Figure 1. Cell outlines without signal wires.
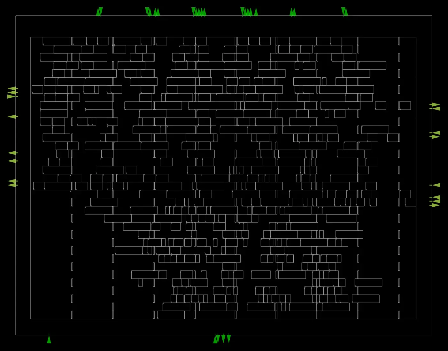
Figure 2. Cells by drive strength.
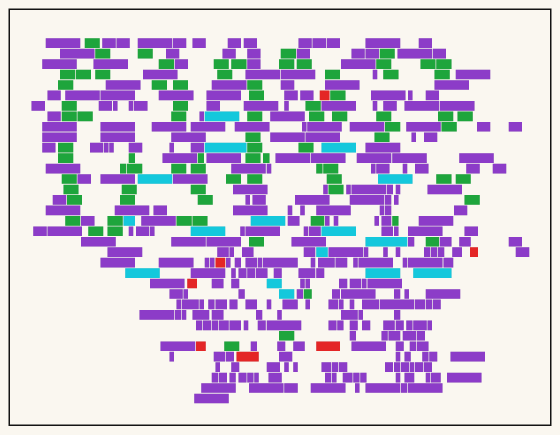
Figure 3. Cell classes on the final placement.
Fill, decap, tap and diode cells in grey.
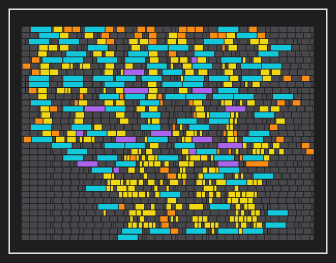
Figure 4. Routed metal, one colour a layer.
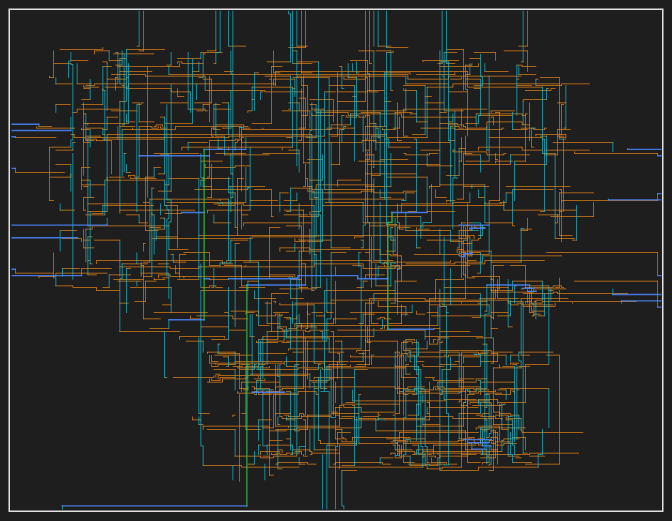
**src/rtl/pix_pkg.sv**
```systemverilog
// rtl/pix_pkg.sv - shared widths and constants for the byte-to-pixel packer
package pix_pkg;

    localparam int PIX_BUF_DEPTH = 2;

    function automatic int pix_width(input int bytes_per_pix);
        return 8 * bytes_per_pix;
    endfunction

    // Counter width for a count range of n (0..n-1), never narrower than 1 bit
    function automatic int cnt_width(input int n);
        return (n > 1) ? $clog2(n) : 1;
    endfunction

endpackage

```
**src/rtl/fifo_byte_pixel_packer_if.sv**
```systemverilog
// rtl/fifo_byte_pixel_packer_if.sv - FIFO read side and pixel stream bundle
interface fifo_byte_pixel_packer_if #(
    parameter int BYTES_PER_PIX = 3
);
    localparam int PIX_W = pix_pkg::pix_width(BYTES_PER_PIX);

    logic             soft_clr;
    logic [7:0]       fifo_rd_data;
    logic             fifo_rd_empty;
    logic             fifo_rd_en;
    logic [PIX_W-1:0] pix_data;
    logic             pix_valid;
    logic             pix_ready;
    logic             pix_sof;
    logic             pix_eol;

    modport master (
        input  soft_clr, fifo_rd_data, fifo_rd_empty, pix_ready,
        output fifo_rd_en, pix_data, pix_valid, pix_sof, pix_eol
    );

    modport slave (
        output soft_clr, fifo_rd_data, fifo_rd_empty, pix_ready,
        input  fifo_rd_en, pix_data, pix_valid, pix_sof, pix_eol
    );
endinterface

```
**src/rtl/pix_skid_buf.sv**
```systemverilog
// rtl/pix_skid_buf.sv - 2-entry pixel output buffer with occupancy and flush
module pix_skid_buf
    import pix_pkg::*;
#(
    parameter int W = 24
) (
    input  logic         i_clk,
    input  logic         i_rst,
    input  logic         i_clr,
    input  logic         i_push,
    input  logic [W-1:0] i_push_data,
    input  logic         i_pop,
    output logic [W-1:0] o_head,
    output logic [1:0]   o_occ
);
    logic [W-1:0] r_mem [PIX_BUF_DEPTH];
    logic         r_wr_ptr;
    logic         r_rd_ptr;
    logic [1:0]   r_occ;

    always_ff @(posedge i_clk or posedge i_rst) begin
        if (i_rst) begin
            for (int i = 0; i < PIX_BUF_DEPTH; i++) r_mem[i] <= '0;
            r_wr_ptr <= 1'b0;
            r_rd_ptr <= 1'b0;
            r_occ    <= 2'd0;
        end else if (i_clr) begin
            r_wr_ptr <= 1'b0;
            r_rd_ptr <= 1'b0;
            r_occ    <= 2'd0;
        end else begin
            if (i_push) begin
                r_mem[r_wr_ptr] <= i_push_data;
                r_wr_ptr        <= ~r_wr_ptr;
            end
            if (i_pop) r_rd_ptr <= ~r_rd_ptr;
            r_occ <= r_occ + 2'(i_push) - 2'(i_pop);
        end
    end

    assign o_head = r_mem[r_rd_ptr];
    assign o_occ  = r_occ;
endmodule

```
**src/rtl/fifo_byte_pixel_packer.sv**
```systemverilog
// rtl/fifo_byte_pixel_packer.sv - packs FIFO bytes into pixels with sof/eol framing
// PIX_BYTE_SWAP_EN: when defined the first byte read lands in pix_data[7:0].
module fifo_byte_pixel_packer
    import pix_pkg::*;
#(
    parameter int BYTES_PER_PIX = 3,
    parameter int H_ACTIVE      = 1280,
    parameter int V_ACTIVE      = 720
) (
    input  logic                      i_rd_clk,
    input  logic                      i_rd_rst,
    fifo_byte_pixel_packer_if.master  io_bus
);
    localparam int PIX_W = pix_width(BYTES_PER_PIX);
    localparam int HW    = cnt_width(H_ACTIVE);
    localparam int VW    = cnt_width(V_ACTIVE);
    localparam logic [1:0]    LAST_IDX = 2'(BYTES_PER_PIX - 1);
    localparam logic [HW-1:0] H_LAST   = HW'(H_ACTIVE - 1);
    localparam logic [VW-1:0] V_LAST   = VW'(V_ACTIVE - 1);

    logic [1:0]       r_issue_idx;
    logic [1:0]       r_land_idx;
    logic             r_rd_en_d;
    logic [PIX_W-1:0] r_asm;
    logic [HW-1:0]    r_h_cnt;
    logic [VW-1:0]    r_v_cnt;

    logic             w_clr;
    logic             w_land_last;
    logic             w_credit;
    logic             w_rd_en;
    logic             w_push;
    logic             w_pop;
    logic             w_valid;
    logic [1:0]       w_occ;
    logic [PIX_W-1:0] w_head;
    logic [PIX_W-1:0] w_byte;
    logic [PIX_W-1:0] w_asm_next;

    assign w_clr       = io_bus.soft_clr;
    assign w_land_last = r_rd_en_d && (r_land_idx == LAST_IDX);
    // Only the closing byte of a pixel needs a free slot; pops this cycle are ignored
    assign w_credit    = ({1'b0, w_occ} + 3'(w_land_last)) <= 3'd1;
    assign w_rd_en     = !i_rd_rst && !io_bus.fifo_rd_empty && !w_clr &&
                         ((r_issue_idx != LAST_IDX) || w_credit);
    assign w_push      = w_land_last && !w_clr;
    assign w_valid     = (w_occ != 2'd0);
    assign w_pop       = w_valid && io_bus.pix_ready && !w_clr;
    assign w_byte      = PIX_W'(io_bus.fifo_rd_data);

`ifdef PIX_BYTE_SWAP_EN
    assign w_asm_next  = (r_asm >> 8) | (w_byte << (PIX_W - 8));
`else
    assign w_asm_next  = (r_asm << 8) | w_byte;
`endif

    always_ff @(posedge i_rd_clk or posedge i_rd_rst) begin
        if (i_rd_rst) begin
            r_issue_idx <= 2'd0;
            r_land_idx  <= 2'd0;
            r_rd_en_d   <= 1'b0;
            r_asm       <= '0;
            r_h_cnt     <= '0;
            r_v_cnt     <= '0;
        end else if (w_clr) begin
            r_issue_idx <= 2'd0;
            r_land_idx  <= 2'd0;
            r_rd_en_d   <= 1'b0;
            r_asm       <= '0;
            r_h_cnt     <= '0;
            r_v_cnt     <= '0;
        end else begin
            r_rd_en_d <= w_rd_en;
            if (w_rd_en) r_issue_idx <= (r_issue_idx == LAST_IDX) ? 2'd0 : r_issue_idx + 2'd1;
            if (r_rd_en_d) begin
                r_asm      <= w_asm_next;
                r_land_idx <= (r_land_idx == LAST_IDX) ? 2'd0 : r_land_idx + 2'd1;
            end
            if (w_pop) begin
                if (r_h_cnt == H_LAST) begin
                    r_h_cnt <= '0;
                    r_v_cnt <= (r_v_cnt == V_LAST) ? '0 : r_v_cnt + VW'(1);
                end else begin
                    r_h_cnt <= r_h_cnt + HW'(1);
                end
            end
        end
    end

    pix_skid_buf #(.W(PIX_W)) u_buf (
        .i_clk       (i_rd_clk),
        .i_rst       (i_rd_rst),
        .i_clr       (w_clr),
        .i_push      (w_push),
        .i_push_data (w_asm_next),
        .i_pop       (w_pop),
        .o_head      (w_head),
        .o_occ       (w_occ)
    );

    assign io_bus.fifo_rd_en = w_rd_en;
    assign io_bus.pix_valid  = w_valid;
    assign io_bus.pix_data   = w_head;
    assign io_bus.pix_sof    = w_valid && (r_h_cnt == '0) && (r_v_cnt == '0);
    assign io_bus.pix_eol    = w_valid && (r_h_cnt == H_LAST);
endmodule

```
**src/flat_wrapper.sv**
```systemverilog
// flat-port wrapper written by rule: the top's interface ports become plain ports
module fifo_byte_pixel_packer_flat import pix_pkg::*;
#(
    parameter int BYTES_PER_PIX = 3,
    parameter int H_ACTIVE      = 1280,
    parameter int V_ACTIVE      = 720
)
  (i_rd_clk, i_rd_rst, io_bus_soft_clr, io_bus_fifo_rd_data, io_bus_fifo_rd_empty, io_bus_pix_ready, io_bus_fifo_rd_en, io_bus_pix_data, io_bus_pix_valid, io_bus_pix_sof, io_bus_pix_eol);
  fifo_byte_pixel_packer_if #(.BYTES_PER_PIX(BYTES_PER_PIX)) io_bus_i ();
  input  logic i_rd_clk;
  input  logic i_rd_rst;
  input wire logic [$bits(io_bus_i.soft_clr)-1:0] io_bus_soft_clr;
  input wire logic [$bits(io_bus_i.fifo_rd_data)-1:0] io_bus_fifo_rd_data;
  input wire logic [$bits(io_bus_i.fifo_rd_empty)-1:0] io_bus_fifo_rd_empty;
  input wire logic [$bits(io_bus_i.pix_ready)-1:0] io_bus_pix_ready;
  output wire logic [$bits(io_bus_i.fifo_rd_en)-1:0] io_bus_fifo_rd_en;
  output wire logic [$bits(io_bus_i.pix_data)-1:0] io_bus_pix_data;
  output wire logic [$bits(io_bus_i.pix_valid)-1:0] io_bus_pix_valid;
  output wire logic [$bits(io_bus_i.pix_sof)-1:0] io_bus_pix_sof;
  output wire logic [$bits(io_bus_i.pix_eol)-1:0] io_bus_pix_eol;
  assign io_bus_i.soft_clr = io_bus_soft_clr;
  assign io_bus_i.fifo_rd_data = io_bus_fifo_rd_data;
  assign io_bus_i.fifo_rd_empty = io_bus_fifo_rd_empty;
  assign io_bus_i.pix_ready = io_bus_pix_ready;
  assign io_bus_fifo_rd_en = io_bus_i.fifo_rd_en;
  assign io_bus_pix_data = io_bus_i.pix_data;
  assign io_bus_pix_valid = io_bus_i.pix_valid;
  assign io_bus_pix_sof = io_bus_i.pix_sof;
  assign io_bus_pix_eol = io_bus_i.pix_eol;
  fifo_byte_pixel_packer #(.BYTES_PER_PIX(BYTES_PER_PIX), .H_ACTIVE(H_ACTIVE), .V_ACTIVE(V_ACTIVE)) u_core (.i_rd_clk(i_rd_clk), .i_rd_rst(i_rd_rst), .io_bus(io_bus_i));
endmodule
```
**config.mk**
```make
export PLATFORM = sky130hd
export DESIGN_NAME = fifo_byte_pixel_packer_flat
export DESIGN_NICKNAME = d
export VERILOG_FILES = /design/src/rtl/pix_pkg.sv /design/src/rtl/fifo_byte_pixel_packer_if.sv /design/src/rtl/pix_skid_buf.sv /design/src/rtl/fifo_byte_pixel_packer.sv /design/src/flat_wrapper.sv
export SDC_FILE = /design/constraint.sdc
export NUM_CORES = 1
export LEC_CHECK = 0
export ABC_CLOCK_PERIOD_IN_PS = 4500
export CELL_PAD_IN_SITES_DETAIL_PLACEMENT = 0
export CELL_PAD_IN_SITES_GLOBAL_PLACEMENT = 1
export CORE_ASPECT_RATIO = 0.75
export CORE_MARGIN = 5
export CORE_UTILIZATION = 35
export DETAILED_ROUTE_END_ITERATION = 10
export GPL_TIMING_DRIVEN = 0
export PLACE_DENSITY = 0.67
export SKIP_CTS_REPAIR_TIMING = 1
export SYNTH_ARGS = -nofsm -noshare
export SYNTH_HDL_FRONTEND = slang
export SYNTH_SLANG_ARGS = --single-unit
```
**constraint.sdc**
```tcl
create_clock -name i_rd_clk -period 4.5 [get_ports i_rd_clk]
set_clock_uncertainty 0.15 [all_clocks]
set_input_delay 0.9 -clock i_rd_clk [delete_from_list [all_inputs] [get_ports i_rd_clk]]
set_output_delay 0.9 -clock i_rd_clk [all_outputs]
set_load 0.005 [all_outputs]
```
==> results_slide.txt <==
Synthesis and Place & Route Summary

Setup path
  – Max FO, Critical Path: 10
  – Worst-path cell chain: clkdlybuf4s50_1 -> clkbuf_1 -> clkbuf_1 -> a2111oi_0 -> clkdlybuf4s50_1
  – CP Buf/Inv Count: 4
  – Critical Path RT: 3.45 ns
  – Critical Path Source: io_bus_soft_clr
  – Worst Setup End Kind: output pin
  – Setup slack, reg-to-reg: 2.20 ns
  – CP arrival: 2.91 ns
  – Reg-to-reg endpoint: u_core.u_buf.o_occ[0]
  – Reg2Reg Depth: 6
  – Critical path's top delay family: buffers and inverters

Placement
  – RePlAce Congestion: 0.789
  – Post-Place Cells: 582
  – Dpl hpwl: 7050 um
  – Count of input and output buffers: 40

Yosys
  – Cell type with the largest total area: dfrtp_1
  – Synth async-reset ratio: 100%
  – Largest type area fraction: 52.6%
  – Synth Seq Share: 52.6%
  – Yosys Instances: 375
  – Top area cell types: dfrtp_1 (53%), mux2_2 (18%), mux2i_1 (3.8%)
  – Syn. warnings: 0
  – Registers, synthesis: 94
  – Synth unique cells: 49
  – Net count after synthesis: 394
  – Synth top cell by count: dfrtp_1
  – Yosys Chip Area: 4470 um^2
  – Post-synth EDFFs: 0
  – Main synth FF type: dfrtp_1
  – Syn Inst Count: 375
  – Synthesized area: 4470 um^2

GRT
  – Grt met3 use: 3.37%
  – Gr usage total: 14.2%
  – Initial antenna violation count: 0
  – Global-route wire length before repair: 16900 um
  – Met2 Use GR: 21.8%
  – Pin count of the biggest net entering global routing: 55
  – Busiest grt layer: met2
  – Grt met1 use: 20.0%

Detailed routing
  – Wire length on met3: 301 um
  – DR WL/cell: 17.1 um
  – Post-Route WL: 10200 um
  – Met1 wire length: 5270 um
  – Vias per inst: 5.04
  – DRC Markers: 0
  – Initial drt markers: 208
  – Number of vias in the routed layout: 3009
  – ANT nets after route: 0

STA
  – Final setup fails: 0
  – Fin. max-slew vios: 0
  – Slew headroom: 51.3%
  – Final period utilization: 87.9%
  – Fin crit period: 3.96 ns
  – F_max: 253 MHz
  – Hold Vio Cnt, Final: 0
  – RSZ-0062 raised after global routing: no

Final layout
  – Layout Utilization: 43.8%
  – Comb_multi_in: 250
  – Commonest Layout Cell: dfrtp_1
  – Layout cells sized above 1: 24.6%
  – ANT cells: 0
  – Layout clock area frac: 5.85%
  – Signal buffers share of area: 9.75%
  – Comb/total area: 36.4%
  – Post-Layout Cell Count: 597
  – Fin nets: 446
  – Largest cell class: registers
  – Combinational gate area: 1980 um^2
  – Most frequent cells in the layout: dfrtp_1 (94), mux2_2 (72), clkdlybuf4s50_1 (40), nor2_1 (32), nand2_1 (18)
  – Layout clock buffers: 9
  – Inverters: 12
  – Seq cells: 94

CTS
  – Clock Latency Late Sink: 0.34 ns
  – Clk sinks: 94
  – CTS Buf Count: 9
  – H-Tree Depth: 3
  – Worst-case clock buffer depth: 2
  – Root Driver: clkbuf_16
  – CTS clk-pin slew, worst paths: 0.06 ns

Die
  – Chip area: 15200 um^2
  – Chip width: 141 um
  – Die height: 108 um
  – Io pins: 41
  – Fp util: 36.1%

Pwr
  – Power Density: 326 nW/um^2
  – LEAKAGE: 2.45 nW

Worst hold path
  – Worst Hold Launch: u_core.u_buf.r_mem[19]
  – Hold WC Path Type: register to register
  – Hold Crit Endpoint: u_core.u_buf.r_mem[19]
  – WHS Path Cells: 1

Run status
  – Status: complete, no violations

Job
  – Maxcap violations: 0
  – Tool warnings: 28
-- Figure 1 (at the start) --
Seq/total area: 43.3%
FP Rows: 35
total core area: 12400 um^2
Filler Cell Count: 1139
Tap Count: 166

-- Figure 2 (at the start) --
Key: x1 and smaller = purple [cells 325, share 75%, most used dfrtp_1]; x2 = green [cells 83, share 19%, most used mux2_2]; x3 and x4 = red [cells 7, share 1.6%]; x6 and larger = cyan [cells 16, share 3.7%, most used clkbuf_16]
count of plain and timing-repair buffers: 60
fin area: 5430 um^2

-- Figure 3 (at the start) --
Key: remaining buffers and delay cells = orange [cells 60, share of their area 10%]; clock drivers and dummy loads = purple [cells 15, share of their area 6.1%]; registers = cyan [cells 94, share of their area 45%]; remaining logic cells = yellow [cells 262, share of their area 39%]

-- Figure 4 (at the start) --
Key: M4 = green [wire length 110 um]; M2 = cyan [wire length 4530 um]; M1 = orange [wire length 5270 um]; M3 = blue [wire length 301 um]

-- stage by stage --
| stage | setup TNS (ns) | power, mW | instance area, um^2 | hold WS [ns] | setup slack, ns |
|---|---|---|---|---|---|
| floorplan | 0 | 0.920 | 4470 | 0.324 | 1.00 |
| global placement | -57.87 | 0.961 | 5080 | 0.331 | -0.624 |
| detailed placement | 0 | 0.967 | 5110 | 0.342 | 0.498 |
| CTS | 0 | 1.79 | 5430 | 0.356 | 0.537 |
| global route | 0 | 1.84 | 5430 | 0.370 | 0.351 |
| finish | 0 | 1.77 | 5430 | 0.351 | 0.542 |
-- worst max-delay path by stage --
stage                     slack [ns]                     end  cells after the start
final                           0.54       io_bus_fifo_rd_en                      5
after global routing            0.35       io_bus_fifo_rd_en                      5
after CTS                       0.54       io_bus_fifo_rd_en                      5
after detailed placement        0.50       io_bus_fifo_rd_en                      5
after global placement         -0.62  u_core.u_buf.r_mem[29]                      2
after floorplan                 1.00         u_core.r_asm[0]                      1
-- power by group --
group / internal, mW / switching, mW / total (mW)
logic: 0.0389 / 0.0467 / 0.0855
clock network: 0.488 / 0.335 / 0.823
registers: 0.855 / 0.00762 / 0.863
-- state kept, by name, indices dropped and copies added, names as in the netlist --
register and flops:
u_core.r_asm 16, u_core.r_h_cnt 11, u_core.r_issue_idx 2, u_core.r_land_idx 2, u_core.r_rd_en_d 1, u_core.r_v_cnt 10
u_core.u_buf.o_occ 2, u_core.u_buf.r_mem 48, u_core.u_buf.r_rd_ptr 1, u_core.u_buf.r_wr_ptr 1
-- cells by family after synthesis --
kind of cell / synth area share [%]
buffers and inverters: 3.27
adder cells (fa/ha/maj): 1.68
multiplexers: 21.9
AND/OR/NAND/NOR: 13.6
flip-flops: 52.6
XOR/XNOR: 1.96
AND-OR/OR-AND: 5.03
No activity file was given, so power comes from the tool's default toggle rates.
